$ cat src/rtl/input_debouncer.sv
// Two-flop synchronized, counter-qualified switch debouncer with optional Rise/Fall edge pulses (INPUT_DEBOUNCER_EDGE_EN).
// Latency: Dout follows a clean Din step on the (STABLE_CYCLES+2)th rising Clk edge; Rise/Fall are valid the cycle after.
// Backpressure: none; Din is sampled every cycle and the outputs are free-running levels and pulses.
module input_debouncer #(
    parameter int STABLE_CYCLES = 8,
    parameter int CNT_W         = 4
) (
    input  logic Clk,
    input  logic Reset,
    input  logic Din,
    output logic Dout,
    output logic Dout_n,
    output logic Rise,
    output logic Fall
);

    typedef enum logic [1:0] {
        IDLE_LOW  = 2'd0,
        WAIT_HIGH = 2'd1,
        IDLE_HIGH = 2'd2,
        WAIT_LOW  = 2'd3
    } state_t;

    localparam logic [CNT_W-1:0] CNT_MAX = CNT_W'(STABLE_CYCLES - 1);
    localparam logic [CNT_W-1:0] CNT_ONE = CNT_W'(1);

    logic             s1_q, s2_q;
    state_t           state_q, state_d;
    logic [CNT_W-1:0] cnt_q, cnt_d;
    logic             dout_q, dout_d;
    logic             rise_d, fall_d;

    always_comb begin
        state_d = state_q;
        cnt_d   = cnt_q;
        dout_d  = dout_q;
        rise_d  = 1'b0;
        fall_d  = 1'b0;
        case (state_q)
            IDLE_LOW: begin
                if (s2_q) begin
                    state_d = WAIT_HIGH;
                    cnt_d   = CNT_ONE;
                end
            end
            IDLE_HIGH: begin
                if (!s2_q) begin
                    state_d = WAIT_LOW;
                    cnt_d   = CNT_ONE;
                end
            end
            WAIT_HIGH: begin
                if (!s2_q) begin
                    state_d = IDLE_LOW;
                    cnt_d   = '0;
                end else if (cnt_q >= CNT_MAX) begin
                    state_d = IDLE_HIGH;
                    cnt_d   = '0;
                    dout_d  = 1'b1;
                    rise_d  = 1'b1;
                end else begin
                    cnt_d = cnt_q + CNT_ONE;
                end
            end
            WAIT_LOW: begin
                if (s2_q) begin
                    state_d = IDLE_HIGH;
                    cnt_d   = '0;
                end else if (cnt_q >= CNT_MAX) begin
                    state_d = IDLE_LOW;
                    cnt_d   = '0;
                    dout_d  = 1'b0;
                    fall_d  = 1'b1;
                end else begin
                    cnt_d = cnt_q + CNT_ONE;
                end
            end
            default: begin
                state_d = IDLE_LOW;
                cnt_d   = '0;
                dout_d  = 1'b0;
            end
        endcase
    end

    always_ff @(posedge Clk or negedge Reset) begin
        if (!Reset) begin
            s1_q    <= 1'b0;
            s2_q    <= 1'b0;
            state_q <= IDLE_LOW;
            cnt_q   <= '0;
            dout_q  <= 1'b0;
        end else begin
            s1_q    <= Din;
            s2_q    <= s1_q;
            state_q <= state_d;
            cnt_q   <= cnt_d;
            dout_q  <= dout_d;
        end
    end

    assign Dout   = dout_q;
    assign Dout_n = ~dout_q;

`ifdef INPUT_DEBOUNCER_EDGE_EN
    logic rise_q, fall_q;

    always_ff @(posedge Clk or negedge Reset) begin
        if (!Reset) begin
            rise_q <= 1'b0;
            fall_q <= 1'b0;
        end else begin
            rise_q <= rise_d;
            fall_q <= fall_d;
        end
    end

    assign Rise = rise_q;
    assign Fall = fall_q;
`else
    // Edge detection is compiled out; the decode above has no remaining load.
    logic unused_edge;
    assign unused_edge = rise_d ^ fall_d;
    assign Rise = 1'b0;
    assign Fall = 1'b0;
`endif

endmodule

$ cat config.mk
export PLATFORM = sky130hd
export DESIGN_NAME = input_debouncer
export DESIGN_NICKNAME = d
export VERILOG_FILES = /design/src/rtl/input_debouncer.sv
export SDC_FILE = /design/constraint.sdc
export NUM_CORES = 1
export LEC_CHECK = 0
export ABC_AREA = 0
export CELL_PAD_IN_SITES_DETAIL_PLACEMENT = 1
export CELL_PAD_IN_SITES_GLOBAL_PLACEMENT = 1
export CORE_AREA = 2 2 39 41
export CTS_CLUSTER_DIAMETER = 100
export DETAILED_ROUTE_END_ITERATION = 16
export DIE_AREA = 0 0 41 43
export PLACE_DENSITY = 0.67
export SLEW_MARGIN = 40
export SYNTH_ARGS = -nofsm -noshare
export SYNTH_HDL_FRONTEND = slang
export SYNTH_SLANG_ARGS = --single-unit
$ cat constraint.sdc
create_clock -name Clk -period 1.3 [get_ports Clk]
set_input_delay 0.26 -clock Clk [delete_from_list [all_inputs] [get_ports Clk]]
set_output_delay 0.26 -clock Clk [all_outputs]
set_load 0.02 [all_outputs]
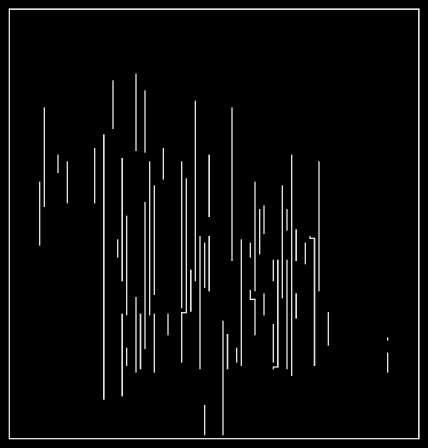
Figure 1: run 1, M2 wires.
The longest straight run is 26.5 um. 45 nets have wire on it.

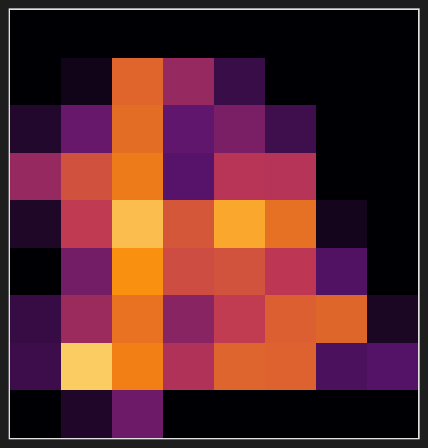
Figure 2: run 1, local utilization.
8 x 9 tiles, from black (low) to pale yellow (high), 0 to 100% covered.
The fullest tile reaches 89%. 5.6% of the tiles are over 75% full. The emptiest ninth of the die: north-east. The mean over all tiles is 28%. 35% of the tiles are nearly empty. The densest ninth of the die: centre.
post-layout util: 0.373
Starting Density: 0.297
Core Region: 1380 um2

==> run notes, run 1 <==
Figures from the flow reports.

Outcome:
- The flow ran to the end, but the final reports show violations.
- The final reports fail on negative setup slack.

Cells and area:
- The run gives the layout overhead on the synthesized area as 25.6%.
- At the end of the flow, the number of nets in the layout was 49.
- The run gives the fraction of area in multi-input gates as 0.342.
- By instance count after routing, the leading logic cell types are sky130_fd_sc_hd__dfrtp_1, sky130_fd_sc_hd__buf_4, sky130_fd_sc_hd__nor2_1, sky130_fd_sc_hd__clkbuf_4.
- The non-clock inverters instantiated in the layout total 1.
- The run gives the number of sequential cells in the layout as 9.
- The final layout report lists a non-clock buffer count of 8.
- The run gives the fraction of final layout cells with drive strength greater than 1 as 0.273.
- In the final layout, the clock buffer count is 4.

Synthesis:
- The run puts the cell count after synthesis at 33.
- In this run, the synthesized area fraction spent on AND-OR/OR-AND gates is recorded as 0.140.
- For reference, the top cells by area after synthesis are sky130_fd_sc_hd__dfrtp_1, sky130_fd_sc_hd__a22o_1, sky130_fd_sc_hd__xor2_1.
- The run puts the fraction of the mapped netlist area in simple logic gates at 0.134.
- The run gives the share of cell area taken by muxes after synthesis as 0.0274.
- The run gives the area figure in the yosys stat output as 410 um2.
- The run puts the share of synthesized cell area in full adder, half adder and majority cells at 0.0305.
- The run puts the post-synthesis register bit count at 9.
- The synthesis report gives the async set-or-reset register share as 1.00.
- In the Yosys report the total cell count is 33.
- After synthesis, the netlist uses 20 different library cells.
- The run gives the post-synthesis cell type with the largest combined area as sky130_fd_sc_hd__dfrtp_1.
- The cell-mix breakdown from Yosys lists the XOR/XNOR area share as 0.0640.

Setup path:
- In this run the worst path has a maximum fanout of 3.
- The run gives the total stage count of the critical path as 4.
- Per STA, the startpoint of the critical path is cnt_q[1]$_DFFE_PN0P_.
- In this run the critical register-to-register path is launched from cnt_q[1]$_DFFE_PN0P_.
- STA classifies the critical path startpoint as a flip-flop.
- The run puts the maximum cell stage delay along the critical path at 380 ps.
- The critical path goes through ha_2 -> a21o_1 -> and2_4 -> mux2_4.

Power and ir drop:
- The run gives the final total power as 0.000921 W.
- The run gives the fraction of power consumed by the clock network as 0.228.
- The run puts the power consumed by sequential cells at 0.000412 W.
- Per the OpenROAD power report, leakage power amounts to 0.265 nW.
- The largest share of the power goes to registers.
- The run puts the maximum vdd drop at 0.675 mV.

Route:
- The final route contains 273 vias.
- In the detailed route, the total length drawn on met2 is 431 um.
- The run puts the detailed-routing wirelength on met1 at 365 um.
- The run gives the final wirelength as 825 um.
- The first TritonRoute pass finished after 2 iterations.
- The detailed router finished its first iteration with 5 violations.

Timing:
- The critical path in the final layout is reported with a setup slack of -26.2 ps.
- The run gives the total of endpoints with negative setup slack in the final report as 1.
- The run gives the clock skew after layout as 4.11 ps.
- For reference, the final report shows the hold violation count at 0.
- The run puts the sum of negative setup slack at -26.2 ps.
- Setup repair after global routing could not meet its margin everywhere.
- The run gives the time the final worst path needs with I/O delays and setup as 1330 ps.

Job:
- Max-cap violations in this run came to 0.
- The run puts the number of warnings in the stage logs at 29.

Die:
- Pin placement for this block handled 7 I/O pins.
- According to the floorplan report, the die height is 43 um.
- The run puts the chip footprint at 1760 um2.
- The run puts the horizontal die dimension at 41 um.
- The run gives the tap cell count as 16.

CTS:
- The run puts the clock-pin slew on the worst setup and hold paths at 60 ps.
- In this run the number of H-tree levels came out at 1.
- The run gives the number of buffers added for setup after CTS as 0.
- TritonCTS built the clock tree.
- The run puts the number of buffers inserted during clock tree synthesis at 3.

Placed design:
- The run puts the post-placement cell count at 56.
- According to the dpl log, the detail-placed design has an HPWL of 667 um.
- The run puts the number of buffers inserted by port buffering at 4.

Global routing:
- The run puts the largest net degree at the start of global routing at 10.
- The run puts the initial antenna violation count at 0.
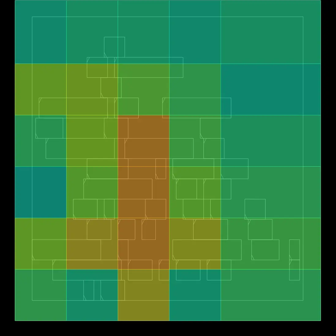
Figure 3: run 1, routing congestion map.
met1 Use GR: 0.159
highest-utilization routing layer at the global route stage: met2
drt wl/cell: 13.8 um
met2 Use GR: 0.191
gr usage total: 0.119

Figure 4. Placement by cell class (run 1).
Bar = 10 um. Fill, decap, tap and diode cells in grey.
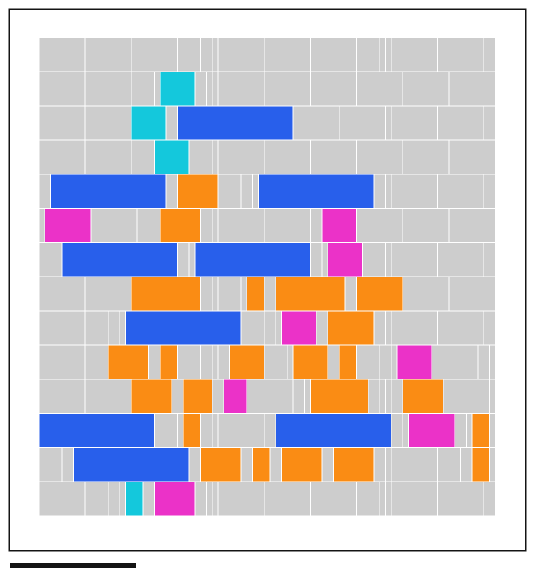

==> run 2, diff against run 1 <==
--- a/config.mk
+++ b/config.mk
@@ -6,6 +6,7 @@
 export NUM_CORES = 1
 export LEC_CHECK = 0
 export ABC_AREA = 0
+export CAP_MARGIN = 15
 export CELL_PAD_IN_SITES_DETAIL_PLACEMENT = 1
 export CELL_PAD_IN_SITES_GLOBAL_PLACEMENT = 1
 export CORE_AREA = 2 2 39 41
==> constraint.sdc (replaced) <==
create_clock -name Clk -period 1.3 [get_ports Clk]
set_input_delay 0.26 -clock Clk [delete_from_list [all_inputs] [get_ports Clk]]
set_output_delay 0.26 -clock Clk [all_outputs]
set_load 0.1 [all_outputs]
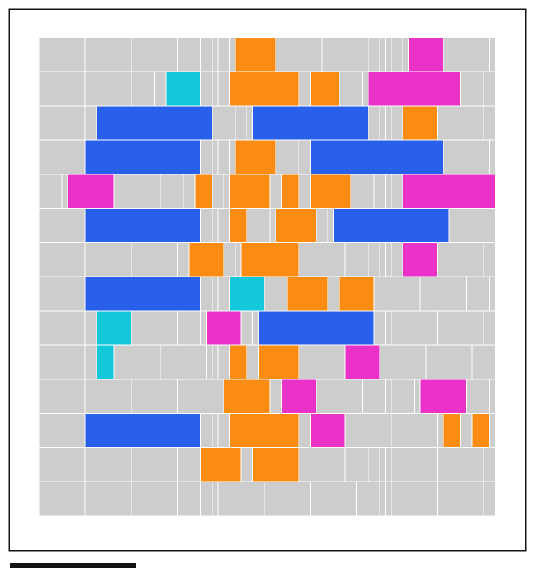
Figure 5: run 2, placement by cell class.
Bar = 10 um. Fill, decap, tap and diode cells in grey.
Magenta shows remaining buffers and delay cells, cells 10, share of their area 19%. Orange shows combinational and other logic, cells 23, share of their area 34%. Cyan shows clock drivers and dummy loads, cells 4, share of their area 4.8%. Blue shows sequential cells, cells 9, share of their area 42%.

==> run 2 against run 1 <==
The flow still finishes with violations (negative setup slack). Count of clock-buffer cells in the layout unchanged. Area after synthesis stayed put. Global-route usage up 0.17 points. Power grew 3.3%. Die area is the same. Critical path type unchanged.
==> run notes, run 2 <==
Figures from the flow reports.

Cells and area:
- The count of inverters not on the clock network in the layout is 1 (unchanged).
- The run gives the number of sequential cells in the layout as 9 (unchanged).
- The run puts the fraction of area in multi-input gates at 0.313 (was 0.342).
- The run puts the fraction of final layout cells with drive strength greater than 1 at 0.370 (was 0.273).
- The run gives the count of plain and timing-repair buffers in the layout as 10 (was 8).
- The run gives the post-route non-filler standard cell count as 62 (was 60).
- The biggest cell category by area in the final layout is registers (unchanged).
- The run puts the count of multi-input gates at 22 (unchanged).
- The run gives the post-route core utilization as 0.408 (was 0.373).
- The layout overhead on the synthesized area is 37.5% (was 25.6%).
- The run gives the area share of buffers outside the clock network as 0.186 (was 0.124).
- The run gives the most used logic cell in the final layout as sky130_fd_sc_hd__dfrtp_1 (unchanged).
- Most instantiated logic cells after routing: sky130_fd_sc_hd__dfrtp_1, sky130_fd_sc_hd__buf_4, sky130_fd_sc_hd__nor2_1, sky130_fd_sc_hd__clkbuf_4 (unchanged).
- The post-layout net count was 51 (was 49).
- The number of clock buffers in the layout was 4 (unchanged).

CTS:
- The run puts the clock-pin slew on the worst setup and hold paths at 60 ps (about the same).
- The TritonCTS clock tree is built (unchanged).
- The clock root buffer is sky130_fd_sc_hd__clkbuf_4 (unchanged).
- The run gives the number of buffers added for setup after CTS as 1 (was 0).
- The total number of H-tree levels came to 1 (unchanged).
- The cts-stage hold buffer count is 0 (unchanged).
- The run puts the post-cts gate resize count at 0 (was 3).
- The run puts the worst-skew pair later-pin latency at 260 ps (was 250 ps).
- The number of buffers inserted during clock tree synthesis came to 3 (unchanged).
- The run puts the number of buffers between clock root and the deepest sink at 2 (unchanged).

Placed design:
- The run puts the post-placement cell count at 56 (unchanged).
- The half-perimeter wire length after detailed placement was 581 um (was 667 um).
- The number of buffers inserted by port buffering is 4 (unchanged).
- The routability-driven placement congestion ratio was 0.749 (was 0.681).

Power and ir drop:
- The run gives the final total power as 0.000952 W (was 0.000921 W).
- The total leakage power was 0.278 nW (was 0.265 nW).
- The run puts the power consumed by sequential cells at 0.000410 W (was 0.000412 W).
- The run gives the power attributed to the clock group as 0.000212 W (was 0.000210 W).
- The run gives the maximum vdd drop as 0.590 mV (was 0.675 mV).
- The run puts the power density of the placed cells at 1690 nW/um2 (was 1790 nW/um2).
- The run gives the fraction of power consumed by the clock network as 0.223 (was 0.228).
- The run gives the switching fraction of total power as 0.335 (was 0.320).
- The run gives the dominant power group as registers (unchanged).

Route:
- The run gives the number of design rule violations left after detail routing as 0 (unchanged).
- The run gives the final wirelength as 769 um (was 825 um).
- The run gives the total length of routed met2 wires as 363 um (was 431 um).
- The run puts the total vias in the final route at 302 (was 273).
- The run puts the violation tally from detailed-route iteration zero at 3 (was 5).
- The run gives the amount of wire on met3 after detailed routing as 55 um (was 28 um).
- The run gives the highest metal layer with signal wires as met4 (was met3).
- The run gives the number of vias per cell after detailed routing as 4.87 (was 4.55).
- The run puts the detailed-router iteration count before antenna repair at 2 (unchanged).
- The run puts the detailed-routing wirelength on met1 at 324 um (was 365 um).

Die:
- The run puts the core box area at 1380 um2 (unchanged).
- The die height is 43 um (unchanged).
- The number of core rows is 14 (unchanged).
- The run puts the chip footprint at 1760 um2 (unchanged).
- The run gives the number of top-level design ports as 7 (unchanged).
- The run puts the tap cell count at 16 (unchanged).
- The run gives the horizontal die dimension as 41 um (unchanged).
- The run gives the fraction of the core area occupied by cells at floorplan as 0.297 (unchanged).

Synthesis:
- Largest cells by area after synthesis: sky130_fd_sc_hd__dfrtp_1, sky130_fd_sc_hd__a22o_1, sky130_fd_sc_hd__xor2_1 (unchanged).
- The run gives the share of synthesized cell area in full adder, half adder and majority cells as 0.0305 (unchanged).
- The fraction of the mapped netlist area in simple logic gates came to 0.134 (unchanged).
- The post-synthesis cell type with the largest combined area was sky130_fd_sc_hd__dfrtp_1 (unchanged).
- The cell count after synthesis was 33 (unchanged).
- The run puts the share of synthesized cell area in and-or and or-and compound cells at 0.140 (unchanged).
- The run puts the cell area after technology mapping at 410 um2 (unchanged).
- The run puts the proportion of netlist area held by the largest area contributor at 0.549 (unchanged).
- The area figure in the yosys stat output was 410 um2 (unchanged).
- The run puts the share of cell area taken by muxes after synthesis at 0.0274 (unchanged).
- The run gives the post-synth tally of flip-flops with integrated enable as 0 (unchanged).
- The post-synthesis register bit count is 9 (unchanged).
- Commonest cells post-synth: sky130_fd_sc_hd__dfrtp_1, sky130_fd_sc_hd__nor2_1, sky130_fd_sc_hd__a22o_1, sky130_fd_sc_hd__buf_4, sky130_fd_sc_hd__xor2_1 (unchanged).
- The mean post-synth cell area came to 12.4 um2 (unchanged).
- The run puts the sequential share of the synthesized area at 0.549 (unchanged).
- The run gives the distinct cell type count of the synthesized netlist as 20 (unchanged).
- The run puts the proportion of synthesized flip-flops having asynchronous set or reset at 1.00 (unchanged).
- The number of warnings issued by yosys came to 0 (unchanged).
- The area share of xor/xnor cells in the synthesized design was 0.0640 (unchanged).
- The run puts the cell count listed in synth_stat.txt at 33 (unchanged).
- The largest non-sequential cell family by area is AND-OR/OR-AND gates (unchanged).

Setup path:
- The critical path buffer and inverter count was 0 (unchanged).
- The run gives the signal arrival time at the worst endpoint as 1470 ps (was 1460 ps).
- The critical path capture point type was a flip-flop (unchanged).
- The type of element launching the critical path was a flip-flop (unchanged).
- The run gives the maximum fanout count along the critical path as 3 (unchanged).
- The standard cell with the maximum stage delay on the critical path is sky130_fd_sc_hd__dfrtp_1 (unchanged).
- The critical path startpoint was cnt_q[1]$_DFFE_PN0P_ (unchanged).
- The run gives the worst setup slack for register-to-register paths as -30 ps (about the same).
- The run gives the maximum cell stage delay along the critical path as 380 ps (about the same).
- Cell breakdown of the critical path: ha_2 -> a21o_1 -> and2_4 -> mux2_4 (unchanged).
- The total stage count of the critical path is 4 (unchanged).
- The source of the worst register-to-register timing path is cnt_q[1]$_DFFE_PN0P_ (unchanged).

Global routing:
- The run puts the via count of the first global-routing pass at 325 (was 310).
- The run puts the largest net degree at the start of global routing at 10 (unchanged).
- The run gives the peak-usage layer in the global routing report as met2 (unchanged).
- The run puts the initial antenna violation count at 0 (unchanged).
- The run puts the wire length of the first global-routing pass at 1.35 mm (was 1.41 mm).
- The run gives the global routing usage on met1 as 0.127 (was 0.159).
- The run gives the met2 usage in global routing as 0.178 (was 0.191).
- The run gives the met3 layer usage reported by global route as 0.0471 (was 0.0157).
- The sum of overflow across all layers after global routing is 0 (unchanged).

Timing:
- The run puts the total of endpoints with negative setup slack in the final report at 2 (was 1).
- The time the final worst path needs with I/O delays and setup came to 1330 ps (about the same).
- The run puts the final tally of max-slew violations at 0 (unchanged).
- Setup repair after global routing missed its margin: yes (unchanged).
- The clock skew after layout is 3.01 ps (was 4.11 ps).
- The worst hold margin came to 294 ps (was 306 ps).
- The final-report hold violation count came to 0 (unchanged).
- The run gives the final worst setup slack as -28.0 ps (was -26.2 ps).
- The sum of negative setup slack came to -28.4 ps (was -26.2 ps).

Worst hold path:
- The run gives the class of the tightest hold or removal check as input port to asynchronous set/reset pin (unchanged).

Outcome:
- Violations in the final reports: negative setup slack (unchanged).
- Result of the run: complete, but fails checks (unchanged).

Job:
- The run puts the number of warnings in the stage logs at 29 (unchanged).
- The count of maximum capacitance violations is 0 (unchanged).
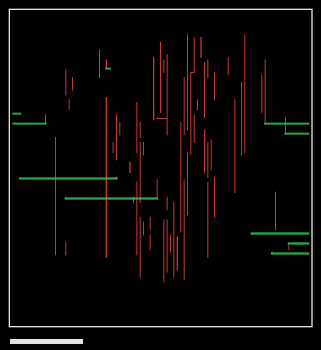
Figure 6: run 2, routed metal, one colour a layer.
Bar = 10 um. Only two layers are drawn.
Green shows metal 3, wire length 55.3 um. Red shows metal 2, wire length 364 um.
drt wl/cell: 12.4 um
gr usage total: 0.121

==> run 3, diff against run 2 <==
--- a/config.mk
+++ b/config.mk
@@ -6,6 +6,7 @@
 export NUM_CORES = 1
 export LEC_CHECK = 0
 export ABC_AREA = 0
+export ABC_CLOCK_PERIOD_IN_PS = 1300
 export CAP_MARGIN = 15
 export CELL_PAD_IN_SITES_DETAIL_PLACEMENT = 1
 export CELL_PAD_IN_SITES_GLOBAL_PLACEMENT = 1
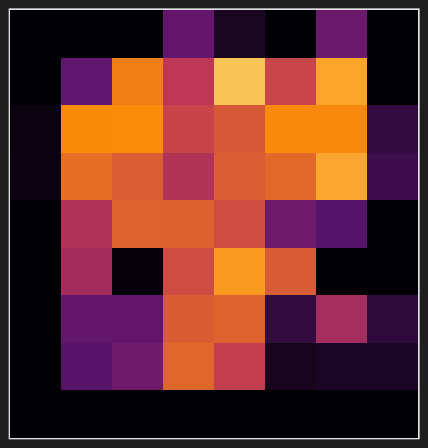
Figure 7: run 3, local utilization.
8 x 9 tiles, from black (low) to pale yellow (high), 0 to 100% covered.
The mean over all tiles is 31%. The densest ninth of the die: centre. 32% of the tiles are nearly empty.

==> run 3 against run 2 <==
The run still ends with negative setup slack left. Sequential cell count unchanged. Sequential share of layout area unchanged. Die area unchanged. Synthesized cell count unchanged. First-iteration DRC count unchanged. Largest cell class unchanged. Core utilization unchanged. Clock power about the same. Critical path type unchanged. Clock skew unchanged. Power unchanged.
==> run notes, run 3 <==
Figures from the flow reports.

Outcome:
- Result of the run: complete, but fails checks (unchanged).
- Violations in the final reports: negative setup slack (unchanged).

Synthesis:
- The run puts the share of synthesized cell area in and-or and or-and compound cells at 0.140 (unchanged).
- Largest cells by area after synthesis: sky130_fd_sc_hd__dfrtp_1, sky130_fd_sc_hd__a22o_1, sky130_fd_sc_hd__xor2_1 (unchanged).
- The post-synthesis cell type with the largest combined area is sky130_fd_sc_hd__dfrtp_1 (unchanged).
- The area figure in the yosys stat output was 410 um2 (unchanged).
- The mean post-synth cell area came to 12.4 um2 (unchanged).
- The run gives the fraction of the mapped netlist area in simple logic gates as 0.134 (unchanged).
- The run gives the proportion of netlist area held by the largest area contributor as 0.549 (unchanged).
- The cell count listed in synth_stat.txt is 33 (unchanged).
- The cell area after technology mapping was 410 um2 (unchanged).
- The share of cell area taken by muxes after synthesis came to 0.0274 (unchanged).
- Commonest cells post-synth: sky130_fd_sc_hd__dfrtp_1, sky130_fd_sc_hd__nor2_1, sky130_fd_sc_hd__a22o_1, sky130_fd_sc_hd__buf_4, sky130_fd_sc_hd__xor2_1 (unchanged).
- The run gives the sequential share of the synthesized area as 0.549 (unchanged).
- The run gives the proportion of synthesized flip-flops having asynchronous set or reset as 1.00 (unchanged).
- The run puts the post-synth tally of flip-flops with integrated enable at 0 (unchanged).
- The largest non-sequential cell family by area was AND-OR/OR-AND gates (unchanged).
- The run gives the cell count after synthesis as 33 (unchanged).
- The run puts the distinct cell type count of the synthesized netlist at 20 (unchanged).
- The share of synthesized cell area in full adder, half adder and majority cells was 0.0305 (unchanged).

Global routing:
- The via count of the first global-routing pass is 325 (unchanged).
- The peak-usage layer in the global routing report is met2 (unchanged).
- The initial antenna violation count is 0 (unchanged).
- The total track usage was 0.121 (unchanged).
- The run gives the met3 layer usage reported by global route as 0.0471 (unchanged).
- The wire length of the first global-routing pass was 1.35 mm (unchanged).
- The run puts the largest net degree at the start of global routing at 10 (unchanged).
- The met2 usage in global routing is 0.178 (unchanged).
- The run puts the global routing usage on met1 at 0.127 (unchanged).
- The run gives the sum of overflow across all layers after global routing as 0 (unchanged).

Cells and area:
- The number of sequential cells in the layout was 9 (unchanged).
- The layout overhead on the synthesized area is 37.5% (unchanged).
- The most used logic cell in the final layout was sky130_fd_sc_hd__dfrtp_1 (unchanged).
- The post-route non-filler standard cell count is 62 (unchanged).
- The run puts the area share of buffers outside the clock network at 0.186 (unchanged).
- The area fraction of clock buffers and clock inverters was 0.0466 (unchanged).
- The run gives the post-layout net count as 51 (unchanged).
- The fraction of final layout cells with drive strength greater than 1 was 0.370 (unchanged).
- Most instantiated logic cells after routing: sky130_fd_sc_hd__dfrtp_1, sky130_fd_sc_hd__buf_4, sky130_fd_sc_hd__nor2_1, sky130_fd_sc_hd__clkbuf_4 (unchanged).
- The number of clock buffers in the layout is 4 (unchanged).
- The run gives the post-route core utilization as 0.408 (unchanged).
- The run puts the fraction of area in multi-input gates at 0.313 (unchanged).

Setup path:
- The critical path startpoint was cnt_q[1]$_DFFE_PN0P_ (unchanged).
- Cell breakdown of the critical path: ha_2 -> a21o_1 -> and2_4 -> mux2_4 (unchanged).
- The run gives the standard cell with the maximum stage delay on the critical path as sky130_fd_sc_hd__dfrtp_1 (unchanged).
- The critical path buffer and inverter count came to 0 (unchanged).
- The run puts the worst setup slack for register-to-register paths at -30 ps (about the same).
- The maximum cell stage delay along the critical path came to 380 ps (about the same).
- The run puts the signal arrival time at the worst endpoint at 1470 ps (about the same).
- The run puts the total stage count of the critical path at 4 (unchanged).
- The critical path capture point type is a flip-flop (unchanged).
- The source of the worst register-to-register timing path is cnt_q[1]$_DFFE_PN0P_ (unchanged).
- The type of element launching the critical path was a flip-flop (unchanged).
- The run puts the maximum fanout count along the critical path at 3 (unchanged).

Timing:
- The total of endpoints with negative setup slack in the final report came to 2 (unchanged).
- The achievable frequency came to 753 MHz (unchanged).
- Setup repair after global routing missed its margin: yes (unchanged).
- The run gives the final-report hold violation count as 0 (unchanged).
- The final tally of max-slew violations is 0 (unchanged).
- The clock skew after layout came to 3.01 ps (unchanged).
- The run puts the time the final worst path needs with I/O delays and setup at 1330 ps (unchanged).
- The run gives the sum of negative setup slack as -28.4 ps (unchanged).
- The final worst setup slack is -28.0 ps (unchanged).
- The worst hold margin was 294 ps (unchanged).

Die:
- The chip footprint is 1760 um2 (unchanged).
- The number of top-level design ports came to 7 (unchanged).
- The die height was 43 um (unchanged).
- The run gives the number of core rows as 14 (unchanged).
- The run puts the horizontal die dimension at 41 um (unchanged).
- The tap cell count came to 16 (unchanged).
- The run gives the fraction of the core area occupied by cells at floorplan as 0.297 (unchanged).

CTS:
- The run puts the number of buffers inserted during clock tree synthesis at 3 (unchanged).
- The run puts the clock-pin slew on the worst setup and hold paths at 60 ps (about the same).
- The run puts the number of sinks handled by clock tree synthesis at 9 (unchanged).
- The number of buffers added for setup after CTS is 1 (unchanged).
- The run puts the number of buffers between clock root and the deepest sink at 2 (unchanged).
- The run gives the cts-stage hold buffer count as 0 (unchanged).
- The run gives the TritonCTS clock tree as built (unchanged).
- The total number of H-tree levels was 1 (unchanged).
- The run gives the worst-skew pair later-pin latency as 260 ps (about the same).
- The run gives the clock root buffer as sky130_fd_sc_hd__clkbuf_4 (unchanged).
- The run puts the post-cts gate resize count at 0 (unchanged).

Route:
- The detailed-router iteration count before antenna repair was 2 (unchanged).
- The run puts the violation tally from detailed-route iteration zero at 3 (unchanged).
- The run gives the amount of wire on met3 after detailed routing as 55 um (unchanged).
- The run puts the number of design rule violations left after detail routing at 0 (unchanged).
- The number of vias per cell after detailed routing is 4.87 (unchanged).
- The run gives the final wirelength as 769 um (unchanged).
- The run gives the total vias in the final route as 302 (unchanged).
- The run puts the total length of routed met2 wires at 363 um (unchanged).
- The highest metal layer with signal wires is met4 (unchanged).
- The run gives the per-cell routed wire length as 12.4 um (unchanged).

Placed design:
- The run puts the post-placement cell count at 56 (unchanged).
- The run puts the number of buffers inserted by port buffering at 4 (unchanged).
- The half-perimeter wire length after detailed placement is 581 um (unchanged).
- The run puts the worst setup timing slack at the placement stage at -28.5 ps (unchanged).
- The run puts the routability-driven placement congestion ratio at 0.749 (unchanged).

Power and ir drop:
- The maximum vdd drop was 0.590 mV (unchanged).
- The power consumed by sequential cells was 0.000410 W (about the same).
- The dominant power group is registers (unchanged).
- The run puts the total leakage power at 0.278 nW (unchanged).
- The run puts the switching fraction of total power at 0.335 (unchanged).

Worst hold path:
- The class of the tightest hold or removal check was input port to asynchronous set/reset pin (unchanged).

Job:
- The count of maximum capacitance violations came to 0 (unchanged).
- The number of warnings in the stage logs came to 29 (unchanged).
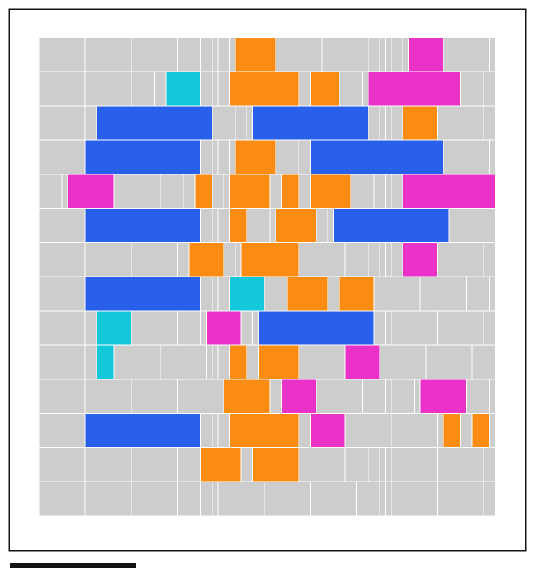
Figure 8: run 3, placement by cell class.
Bar = 10 um. Fill, decap, tap and diode cells in grey.
Cyan shows clock drivers and dummy loads, cells 4, share of their area 4.8%. Magenta shows remaining buffers and delay cells, cells 10, share of their area 19%. Blue shows sequential cells, cells 9, share of their area 42%. Orange shows combinational and other logic, cells 23, share of their area 34%.
share of cell area taken by flip-flops and latches: 0.406
final design area excluding fillers: 564 um2

Power figures rest on the tool's default switching activity, not on a simulated workload.
